File: config.mk
export PLATFORM = sky130hd
export DESIGN_NAME = pipe_hazard_ctrl
export DESIGN_NICKNAME = d
export VERILOG_FILES = /design/src/rtl/pipe_pkg.sv /design/src/rtl/hazard_evt_cnt.sv /design/src/rtl/pipe_hazard_ctrl.sv
export SDC_FILE = /design/constraint.sdc
export NUM_CORES = 1
export LEC_CHECK = 0
export CORE_MARGIN = 5
export CORE_UTILIZATION = 25
export CTS_CLUSTER_SIZE = 25
export DETAILED_ROUTE_END_ITERATION = 6
export HOLD_SLACK_MARGIN = 0.03
export PLACE_DENSITY = 0.58
export SKIP_CTS_REPAIR_TIMING = 1
export SYNTH_ARGS = -nofsm -noshare
export SYNTH_HDL_FRONTEND = slang
export SYNTH_SLANG_ARGS = --single-unit
export TNS_END_PERCENT = 30
File: constraint.sdc
create_clock -name clk -period 2.4 [get_ports clk]
set_clock_uncertainty 0.2 [all_clocks]
set_input_delay 0.48 -clock clk [delete_from_list [all_inputs] [get_ports clk]]
set_output_delay 0.48 -clock clk [all_outputs]
set_load 0.01 [all_outputs]
File: src/rtl/pipe_pkg.sv
// Shared definitions for the MIPS pipeline control slice: hazard FSM encoding,
// architectural register constants and the opcode values decoded by control.
package pipe_pkg;

    typedef enum logic [1:0] {
        ST_RUN     = 2'd0,
        ST_LDSTALL = 2'd1,
        ST_FLUSH   = 2'd2,
        ST_FREEZE  = 2'd3
    } hz_state_t;

    localparam logic [4:0] REG_ZERO = 5'd0;

    localparam logic [5:0] OP_RTYPE = 6'h00;
    localparam logic [5:0] OP_J     = 6'h02;
    localparam logic [5:0] OP_BEQ   = 6'h04;
    localparam logic [5:0] OP_ADDI  = 6'h08;
    localparam logic [5:0] OP_LW    = 6'h23;
    localparam logic [5:0] OP_SW    = 6'h2B;

endpackage

File: src/rtl/hazard_evt_cnt.sv
// Free-running event counter for pipeline debug statistics; wraps silently
// at 2^CNT_W and is cleared by the synchronous pipeline reset.
module hazard_evt_cnt #(
    parameter int CNT_W = 16
) (
    input  logic             clk,
    input  logic             rst_n,
    input  logic             inc,
    output logic [CNT_W-1:0] count
);

    always_ff @(posedge clk) begin
        if (!rst_n) begin
            count <= '0;
        end else if (inc) begin
            count <= count + 1'b1;
        end
    end

endmodule

File: src/rtl/pipe_hazard_ctrl.sv
// Hazard and sequencing controller for the 5-stage MIPS pipeline: resolves
// load-use stalls, MEM-stage branch flushes and data-memory wait states.
module pipe_hazard_ctrl
    import pipe_pkg::*;
#(
    parameter int CNT_W    = 16,
    parameter int MAX_WAIT = 15,
    parameter int WAIT_W   = 4
) (
    input  logic             clk,
    input  logic             rst_n,
    input  logic [4:0]       id_rs,
    input  logic [4:0]       id_rt,
    input  logic             id_uses_rt,
    input  logic             ex_memread,
    input  logic [4:0]       ex_rt,
    input  logic             mem_branch_taken,
    input  logic             dmem_busy,
    output logic             pc_we,
    output logic             if_id_we,
    output logic             if_id_flush,
    output logic             id_ex_bubble,
    output logic             ex_mem_bubble,
    output logic             pipe_freeze,
    output logic [1:0]       state,
    output logic [CNT_W-1:0] stall_cnt,
    output logic [CNT_W-1:0] flush_cnt,
    output logic [CNT_W-1:0] freeze_cnt,
    output logic             wait_err
);

    localparam logic [WAIT_W-1:0] WAIT_LIMIT = WAIT_W'(MAX_WAIT);

    hz_state_t         cur_state;
    hz_state_t         next_state;
    logic [WAIT_W-1:0] wait_cnt;
    logic              rs_match;
    logic              rt_match;
    logic              lu;
    logic              br;
    logic              fz;
    logic              take_flush;
    logic              take_stall;

    // A load into $zero never produces a value, so it cannot create a hazard.
    always_comb begin
        rs_match = (ex_rt == id_rs);
        rt_match = id_uses_rt && (ex_rt == id_rt);
        lu       = ex_memread && (ex_rt != REG_ZERO) && (rs_match || rt_match);
        br       = mem_branch_taken;
        fz       = dmem_busy;
    end

    assign take_flush = !fz && br;
    assign take_stall = !fz && !br && lu && (cur_state != ST_LDSTALL);

    always_comb begin
        pc_we         = 1'b1;
        if_id_we      = 1'b1;
        if_id_flush   = 1'b0;
        id_ex_bubble  = 1'b0;
        ex_mem_bubble = 1'b0;
        pipe_freeze   = 1'b0;
        next_state    = ST_RUN;
        if (rst_n) begin
            if (fz) begin
                pc_we       = 1'b0;
                if_id_we    = 1'b0;
                pipe_freeze = 1'b1;
                next_state  = ST_FREEZE;
            end else if (take_flush) begin
                if_id_flush   = 1'b1;
                id_ex_bubble  = 1'b1;
                ex_mem_bubble = 1'b1;
                next_state    = ST_FLUSH;
            end else if (take_stall) begin
                pc_we        = 1'b0;
                if_id_we     = 1'b0;
                id_ex_bubble = 1'b1;
                next_state   = ST_LDSTALL;
            end
        end
    end

    // The wait counter only measures consecutive busy cycles; wait_err latches
    // on the first busy cycle seen after the counter has already saturated.
    always_ff @(posedge clk) begin
        if (!rst_n) begin
            cur_state <= ST_RUN;
            wait_cnt  <= '0;
            wait_err  <= 1'b0;
        end else begin
            cur_state <= next_state;
            if (fz) begin
                if (wait_cnt == WAIT_LIMIT) begin
                    wait_err <= 1'b1;
                end else begin
                    wait_cnt <= wait_cnt + 1'b1;
                end
            end else begin
                wait_cnt <= '0;
            end
        end
    end

    assign state = cur_state;

    hazard_evt_cnt #(.CNT_W(CNT_W)) u_stall_cnt (
        .clk   (clk),
        .rst_n (rst_n),
        .inc   (take_stall),
        .count (stall_cnt)
    );

    hazard_evt_cnt #(.CNT_W(CNT_W)) u_flush_cnt (
        .clk   (clk),
        .rst_n (rst_n),
        .inc   (take_flush),
        .count (flush_cnt)
    );

    hazard_evt_cnt #(.CNT_W(CNT_W)) u_freeze_cnt (
        .clk   (clk),
        .rst_n (rst_n),
        .inc   (fz),
        .count (freeze_cnt)
    );

endmodule
### Power grid

Scale bar: 20 um. Pins as bars on the die edge.
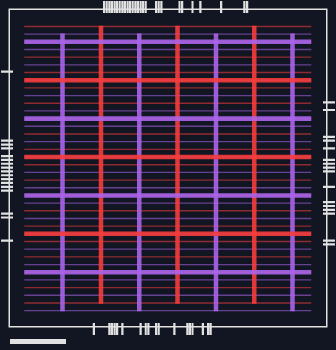
VSS -> purple
VDD -> red
met1 rails = 38
signal pins = 78
met5 straps = 7
rows = 37
DIE HEIGHT: 112 um
worst supply voltage drop on vdd: 0.000185 V

### Cells coloured by class

Fill, decap, tap and diode cells in grey.
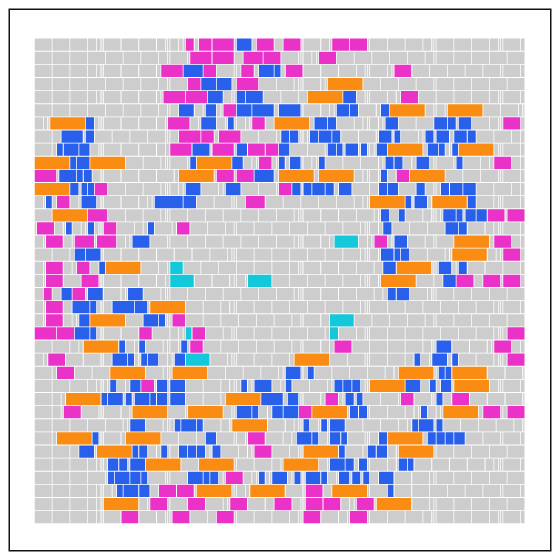
combinational and other logic -> blue  # cells 239, share of their area 40%
remaining buffers and delay cells -> magenta  # cells 104, share of their area 28%
clock drivers and dummy loads -> cyan  # cells 8, share of their area 2.3%
sequential cells -> orange  # cells 55, share of their area 30%
Layout Cell Area excl Fill: 3830 sq um
Util after Layout: 37.4%

### Clock network drawn from the DEF

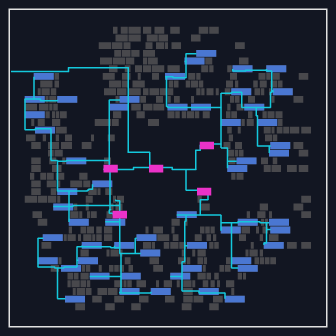
clock wires -> cyan  # length 753 um
clock drivers -> magenta  # count 5
flip-flops -> blue  # count 55
flops lie = widely spread
routed clock nets = 6
share of power burned in the clock network: 31.3%
clock group power: 507 uW
clock insertion delay at the later pin of the skew report: 0.30 ns

### Routed metal, one colour a layer

Scale bar: 20 um. Two of the layers only.
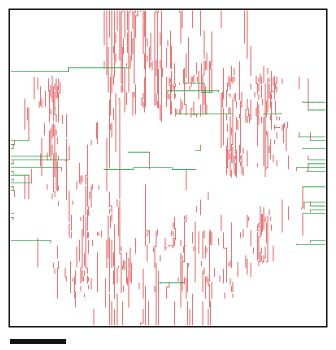
metal 2 -> red  # wire length 3310 um
metal 3 -> green  # wire length 352 um
vias after detailed routing: 2476
global-route total usage across every layer: 10.4%
total wire length after detailed routing: 6740 um
post-detailed-route wirelength per cell: 12.4 um

==> Changelog: implementation <==
### Physical design

- Status: complete, but fails checks
- Failing checks: setup timing
- Mean cell area of the mapped netlist: 8.51 sq um
- Die ar.: 12500 sq um
- Endpoint of the worst register-to-register path: u_stall_cnt.count[12]
- Core box area: 10200 sq um
- Areal power density over the cells: 423 nW/um^2
- Post-route clock period utilization: 106%
- Final setup vio count: 3
- Crit path max-delay family: simple AND/OR/NAND/NOR gates
- Reg2Reg Setup Slack: 0.31 ns
- Cells in synth_stat.txt: 305
- Drc violations: 0
- Antenna violations before repair: 0
- Port Buf Inserts: 77
- Crit start category: primary input
- Synthesis-to-layout area growth: 47.4%
- Clock tree from TritonCTS: yes
- Top Ports: 78
- Crit path setup slack, layout: -0.149 ns
- Crit path kind: primary input to output pin
- Area taken by flip-flops and latches: 1100 sq um
- ANT nets after route: 0
- Clock Sinks: 55
- Total power after layout: 1620 uW
- Total Negative Setup Slacks: -0.372 ns
kinds of logic after synthesis:
kind of cell	share of synthesized area, %
AOI/OAI and AO/OA	11.3
xor gates and xnor gates	12.5
adders and majority gates	1.93
buffers and inverters	3.61
DFF	42.4
muxes	1.16
and+or+nand+nor	27.1
worst max-delay path by stage:
stage	startpoint	end	cells after the start
2_1_floorplan	ex_rt[0]	pc_we	5
3_3_place_gp	ex_rt[0]	pc_we	6
3_5_place_dp	ex_rt[0]	pc_we	6
4_1_cts	ex_rt[0]	pc_we	6
5_1_grt	ex_rt[2]	id_ex_bubble	6
6_report	ex_rt[0]	id_ex_bubble	6
flip-flops by register name (all words and copies together), names as in the netlist:
name and flops:
state 2, u_freeze_cnt.count 16, wait_cnt 4, u_stall_cnt.count 16, u_flush_cnt.count 16, wait_err 1
stage by stage:
step                      instance area, sq um  utilization, %  std cells
after CTS                                 3760            36.8        540
after floorplan                           2620               -        305
after detailed placement                  3680            35.9        532
after global placement                    3680            35.9        532
final                                     3830            37.4        542
after global routing                      3830            37.4        542
cell type report:
class,count,share of cell area [%]
clock inverter,2,0.327
clock buffer,6,1.90
sequential,55,28.8
tap,136,4.45
multi-input combinational,231,37.4
inverter,8,0.785
timing repair buffer,104,26.3
worst register-to-register path, stage by stage, from the launching register on:
cell	delay, ns
dfxtp_1	0.41
ha_1	0.21
nand3_1	0.12
nor3b_1	0.20
nand2_1	0.23
or4_1	0.52
a21oi_1	0.14
report_power, final:
group	leakage [uW]	switching, uW	internal (uW)
logic	0.000936	79.5	99.4
clock network	0.0000412	302	205
registers	0.000444	10.9	922
total	0.00142	393	1230
cell usage after synthesis, types with 2 or more instances:
cell,number
mux2i_1,3
xor2_1,14
nand3_1,18
buf_6,2
nor3_1,7
buf_1,2
buf_4,2
nand4_1,12
dfxtp_1,55
o31ai_1,12
xnor2_1,23
and2_1,3
clkbuf_1,5
ha_1,4
nor3b_1,2
and3_1,5
nand2_1,24
or3_1,5
and4_1,2
o211a_1,2
o21ai_0,8
or4_1,13
a21oi_1,20
nor2_1,41
nor2b_1,2
inv_1,8
metal layers:
metal	vias up	routed length (um)
met1	1127	3030
li1	1292	-
met3	6	351
met2	51	3310
met4	0	51
met5	-	0
Power is estimated from default activity; no workload was simulated.
